==> config.mk <==
export PLATFORM = sky130hd
export DESIGN_NAME = gate_vector_decoder
export DESIGN_NICKNAME = d
export VERILOG_FILES = /design/src/rtl/gate_vector_decoder.sv
export SDC_FILE = /design/constraint.sdc
export NUM_CORES = 1
export LEC_CHECK = 0
export CORE_UTILIZATION = 36
export CTS_CLUSTER_DIAMETER = 80
export DETAILED_ROUTE_END_ITERATION = 10
export GPL_ROUTABILITY_DRIVEN = 0
export SYNTH_ARGS = -nofsm -noshare
export SYNTH_HDL_FRONTEND = slang
export SYNTH_SLANG_ARGS = --single-unit
==> constraint.sdc <==
create_clock -name clk -period 2 [get_ports clk]
set_clock_uncertainty 0.15 [all_clocks]
set_input_delay 0.4 -clock clk [delete_from_list [all_inputs] [get_ports clk]]
set_output_delay 0.4 -clock clk [all_outputs]
set_load 0.02 [all_outputs]
==> run_1/port_trees.png <==
Scale bar: 20 µm.
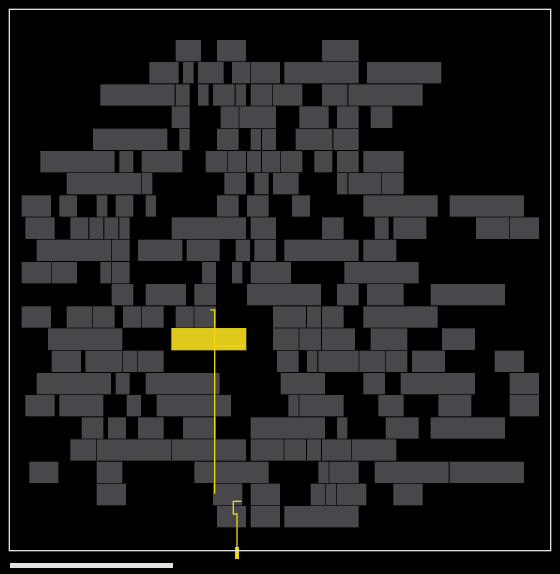
[yellow] m_err | bits: 1 | direction: output | edge: bottom | end cells: 1 | buffers: 1 | wire: 33.6 µm
I/O pin count: 27
number of I/O port buffers: 26

==> run_1/clock_nets.png <==
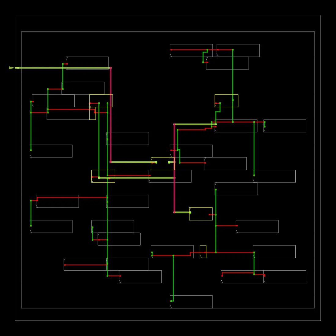
seq_cells: 30
Skew-Pair Late Insertion Delay: 0.27 ns
Power Clock: 445 µW
CLK BUF: 7

==> run_1/layers.png <==
Only two layers are drawn.
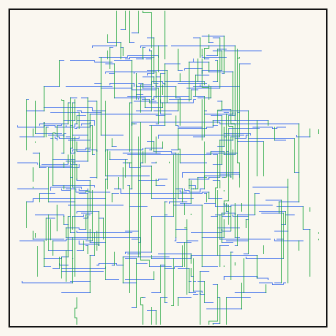
[green] M2 | wire length: 1,520 µm
[blue] M1 | wire length: 1,350 µm
Total Wirelength: 3046 µm
total track usage: 15.78%
WL/cell: 13.72 µm
routed via count: 1,128

==> run_1/closeup.png <==
Window x 0 to 40, y 26 to 66 µm. Cells in grey, sequential cells in the stronger grey; small squares are vias.
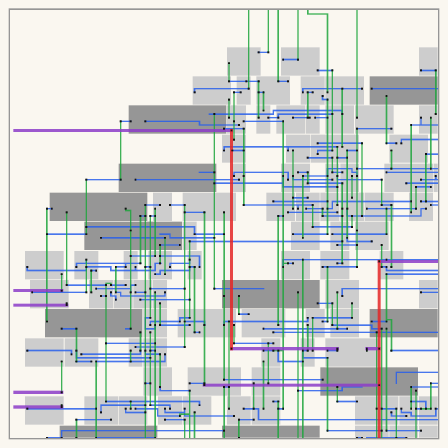
[red] M4
[green] M2
[purple] M3
[blue] M1
most frequent: buf_4 (10), dfrtp_1 (9), clkdlybuf4s50_1 (8)
sequential cells in the window: 9
cells with their middle in the window: 84

==> flow_metrics.py, run 1 <==
# Flow results
metrics = {
    "synth": {
        "synth_area_mm2": 0.001483,
        "yosysSeqAreaShare_pct": 50.63,
        "ys_cells": 127,
        "ys_types": 38,
        "synth.avg_cell_area_um2": 11.67,
        "ys_dominant_reg_cell": "dfrtp_1",
        "synth_nets": 138,
    },
    "power_and_ir_drop": {
        "p_comb_share_pct": 30.8,
        "p_switching_uw": 593.8,
        "p_sw_share_pct": 31.51,
        "total_power_uw": 1885,
        "p_seq_share_pct": 45.6,
    },
    "run_status": {
        "status": "finished, final reports clean",
    },
    "timing": {
        "setup_violations": 0,
        "rsz0062_at_grt": "yes",
        "drv_slew": 0,
    },
    "setup_path": {
        "crit_type": "in2reg",
        "crit_fanout": 4,
    },
    "run": {
        "warnings": 28,
    },
    "drt": {
        "final_antenna_net_count": 0,
        "drt_iter0_drc": 53,
    },
    "grt": {
        "grt-ovfl-total": 0,
    },
    "placement": {
        "dp_cells": 215,
        "hpwl_um": 2201,
    },
    "clocking": {
        "cts_tree": "yes",
    },
}
==> run 1: cell usage in the layout (no fill, tap or decap), drive strengths merged, types with 2 or more instances in the layout <==
cell,n
nand3b,5
and2b,2
clkbuf,7
nand2b,4
nor2,5
a22o,2
a22oi,2
nor3b,2
nor2b,2
o21ai,5
dlygate4sd2,2
a21oi,2
inv,4
nor3,4
mux2,15
or3b,2
dfrtp,30
nand2,10
buf,17
ha,5
a31oi,2
clkdlybuf4s50,24
xnor2,7
nand3,5
==> run 1: layer usage <==
metal / up-vias / routed length (µm) / share of wire [%] / GRT usage (%)
met2: 20 / 1520 / 50 / 26.15
met3: 10 / 105 / 3.4 / 5.862
li1: 542 / - / - / -
met4: 0 / 70 / 2.3 / 7.979
met5: - / 0 / 0 / 0
met1: 556 / 1348 / 44 / 17.62
==> run 1: cells by family (layout without fill, tap and decap cells) <==
family | Yosys count | after routing | share of synthesized area, %
buffers and inverters | 7 | 54 | 2.616
flip-flops | 30 | 30 | 50.63
AND-OR/OR-AND | 16 | 16 | 7.764
multiplexers | 16 | 16 | 12.07
adder cells (fa/ha/maj) | 5 | 5 | 4.219
AND/OR/NAND/NOR | 46 | 46 | 18.57
XOR/XNOR | 7 | 7 | 4.135
==> run 1: power groups by stage <==
stage	Combinational [µW]	Clock, µW	Sequential, µW
2_1_floorplan	251	0	916
3_3_place_gp	548	0	860
3_5_place_dp	565	0	865
4_1_cts	566	463	860
5_1_grt	629	485	878
6_report	580	445	860
==> run 1: layout make-up <==
type	count	area, µm²	share of cell area (%)
sequential	30	750.7	37.57
timing repair buffer	43	385.4	19.29
clock buffer	7	76.32	3.820
multi-input combinational	90	710.7	35.57
tap	48	60.06	3.006
inverter	4	15.01	0.7514
==> run 1: synth_stat cells, drive strengths merged, types with 3 or more instances <==
library cell | number | area (µm²)
mux2 | 15 | 168.9
nand3b | 5 | 37.54
ha | 5 | 62.56
buf | 3 | 23.77
nand2b | 4 | 25.02
dfrtp | 30 | 750.7
xnor2 | 7 | 61.31
nor3 | 4 | 20.02
o21ai | 5 | 25.02
inv | 4 | 15.01
nand2 | 10 | 45.05
nor2 | 5 | 21.27
nand3 | 5 | 25.02
==> run 1: worst max-delay path, cell delays in order <==
cell and delay, ns:
clkdlybuf4s50_1 0.44, and4bb_1 0.30, and2b_2 0.18, nand2_1 0.11, nor3b_1 0.21, mux2_2 0.36
==> run 1: repair_timing <==
| action | 4_1_cts | 5_1_grt |
|---|---|---|
| gates resized | 2 | 6 |
| buffers inserted | 0 | 0 |
| setup endpoints to repair | 2 | 7 |
| pin swaps | 0 | 5 |
==> run 1: metrics by stage <==
step | util [%] | hold slack, ns | instance area (µm²) | TNS, ns | setup WS [ns]
2_1_floorplan | - | 0.3249 | 1483 | 0 | 0.002105
3_3_place_gp | 50.20 | 0.3150 | 1907 | -3.592 | -0.2174
3_5_place_dp | 50.20 | 0.3229 | 1907 | -4.400 | -0.2883
4_1_cts | 52.14 | 0.3368 | 1981 | 0 | 0.003802
5_1_grt | 52.60 | 0.3699 | 1998 | -0.1456 | -0.04007
6_report | 52.60 | 0.3304 | 1998 | 0 | 0.005394
--- run 2 (diff from run 1) ---
Settings changed: REMOVE_ABC_BUFFERS set to 1.
==> run_2/ff_map.png <==
Scale bar: 20 µm. Other sequential cells in the stronger grey, the rest of the logic in the fainter grey.
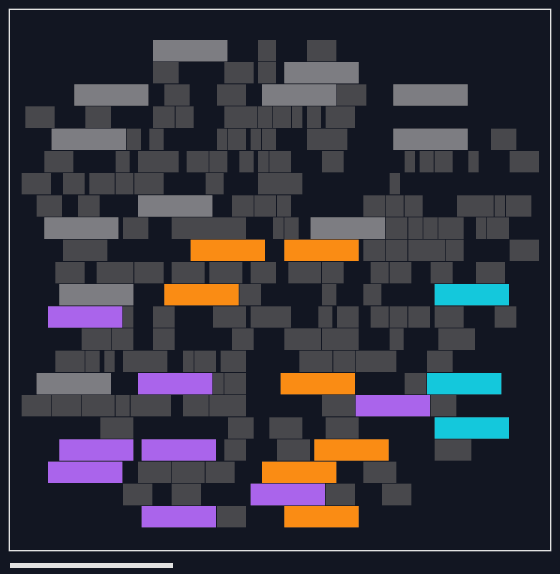
[purple] m_F | placed flops: 8
[cyan] idx | placed flops: 3
[orange] f_buf | placed flops: 7
FF+latch area: 750.7 µm²
final core utilization: 54.12%
P_seq: 860 µW
flop share of the area: 36.52%

==> flow_metrics.py, run 2 <==
# Flow results
metrics = {
    "power_and_ir_drop": {
        "p_seq_share_pct": 45.0,
        "p_comb_share_pct": 31.4,
    },
    "placement": {
        "portBuffers": 26,
        "hpwl_um": 2387,
    },
    "drt": {
        "drt_iter0_drc": 42,
        "totalWireLength_um": 3331,
        "wl_per_cell_um": 14.74,
        "vias_per_cell": 5.066,
        "final_antenna_net_count": 0,
    },
    "setup_path": {
        "worst_path_largest_cell_delay_ns": 0.42,
        "crit_type": "reg2reg",
        "cpMaxStageDelayCell": "dfrtp_1",
        "crit_fanout": 3,
    },
    "synth": {
        "top_cells_by_count": "30 x dfrtp_1, 10 x mux2_2, 7 x nand2_1, 7 x xnor2_1",
        "ys_dominant_reg_cell": "dfrtp_1",
        "ys_cells": 127,
        "synth_top_area_share_pct": 50.63,
        "yosysSeqAreaShare_pct": 50.63,
        "ys_types": 38,
        "synth.avg_cell_area_um2": 11.67,
        "area_leaders": "dfrtp_1 51%, mux2_2 7.6%, ha_1 4.2%",
        "synth_area_mm2": 0.001483,
    },
    "clocking": {
        "cts_tree": "yes",
        "clkLatencyLatePin_ns": 0.28,
    },
    "grt": {
        "grt-ovfl-total": 0,
        "grt.total_usage_pct": 17.84,
    },
    "timing": {
        "holdWs_ns": 0.1196,
        "setup_violations": 0,
        "setup-tns-final_ns": 0,
        "rsz0062_at_grt": "yes",
        "drv_slew": 0,
    },
    "run_status": {
        "status": "finished, final reports clean",
    },
}
==> run_2/port_trees.png <==
Scale bar: 20 µm.
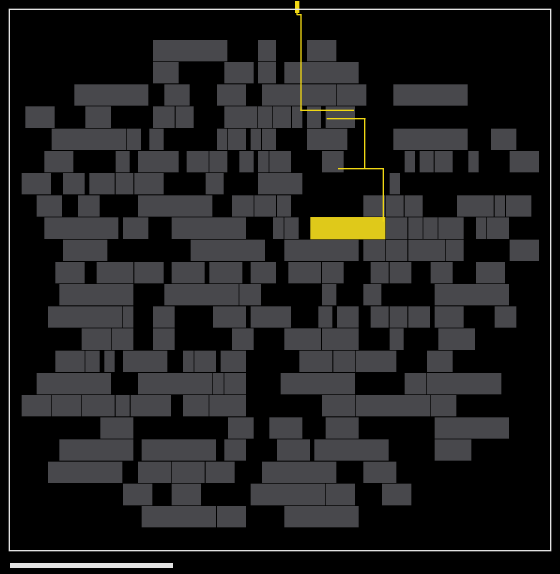
[yellow] m_err | bits: 1 | direction: output | edge: top | end cells: 1 | buffers: 1 | wire: 41.6 µm

-- run 2: cell types whose count changed in the layout (fill, tap and decap cells not counted), sizes merged --
| cell | before | now |
|---|---|---|
| dlymetal6s2s | 0 | 1 |
| buf | 17 | 21 |
| clkbuf | 7 | 5 |
| clkdlybuf4s50 | 24 | 23 |
| clkinv | 0 | 2 |
-- run 2: per-stage QoR --
| step | cell area [µm²] | std cells | total power (µW) | setup WS, ns |
|---|---|---|---|---|
| floorplan | 1459 | 124 | 1160 | 0.002105 |
| global placement | 1914 | 216 | 1407 | -0.3112 |
| detailed placement | 1914 | 216 | 1429 | -0.3149 |
| CTS | 2009 | 224 | 1909 | 0.001789 |
| global route | 2056 | 226 | 2039 | -0.07177 |
| finish | 2056 | 226 | 1911 | 0.01036 |
-- run 2: timing repair --
action / in CTS / in global routing
resized: 6 / 8
pin swaps: 2 / 4
cloned: 0 / 0
buffers inserted: 1 / 2
endpoints found under the setup margin: 4 / 15
-- run 2: power by group through the flow --
stage          registers [µW]  clock network (µW)  logic [µW]
2_1_floorplan             920                   0         240
3_3_place_gp              858                   0         549
3_5_place_dp              865                   0         564
4_1_cts                   857                 467         585
5_1_grt                   887                 497         655
6_report                  860                 451         600
-- run 2: routing by layer --
| metal | vias up | track usage [%] | share of wire, % |
|---|---|---|---|
| met2 | 21 | 28.70 | 50 |
| met3 | 6 | 7.069 | 4.4 |
| li1 | 556 | - | - |
| met5 | - | 0 | 0 |
| met4 | 0 | 7.181 | 1.7 |
| met1 | 562 | 21.13 | 44 |
-- run 2: final cells by class --
cell class	instances	area, µm²	share of cell area (%)
Clock buffer	5	68.82	3.348
Clock inverter	2	10.01	0.4869
Inverter	4	15.01	0.7304
Multi-Input combinational cell	90	729.5	35.48
Sequential cell	30	750.7	36.52
Tap cell	48	60.06	2.921
Timing Repair Buffer	47	421.7	20.51
-- run 2: logic make-up (layout without fill, tap and decap cells) --
kind of cell / after synthesis / in the layout / synth area share [%]
AND/OR/NAND/NOR: 46 / 46 / 18.57
flip-flops: 30 / 30 / 50.63
AND-OR/OR-AND: 16 / 16 / 7.764
multiplexers: 16 / 16 / 12.07
XOR/XNOR: 7 / 7 / 4.135
buffers and inverters: 7 / 58 / 2.616
adder cells (fa/ha/maj): 5 / 5 / 4.219
-- run 2: critical path, delay by kind of cell (launching register included) --
kind                     cells  cell delay [ns]
AND-OR/OR-AND                1             0.22
adder cells (fa/ha/maj)      1             0.17
buffers and inverters        1             0.06
flip-flops                   1             0.42
multiplexers                 1             0.30
AND/OR/NAND/NOR              3             0.55
No activity file was given, so power comes from the tool's default toggle rates.
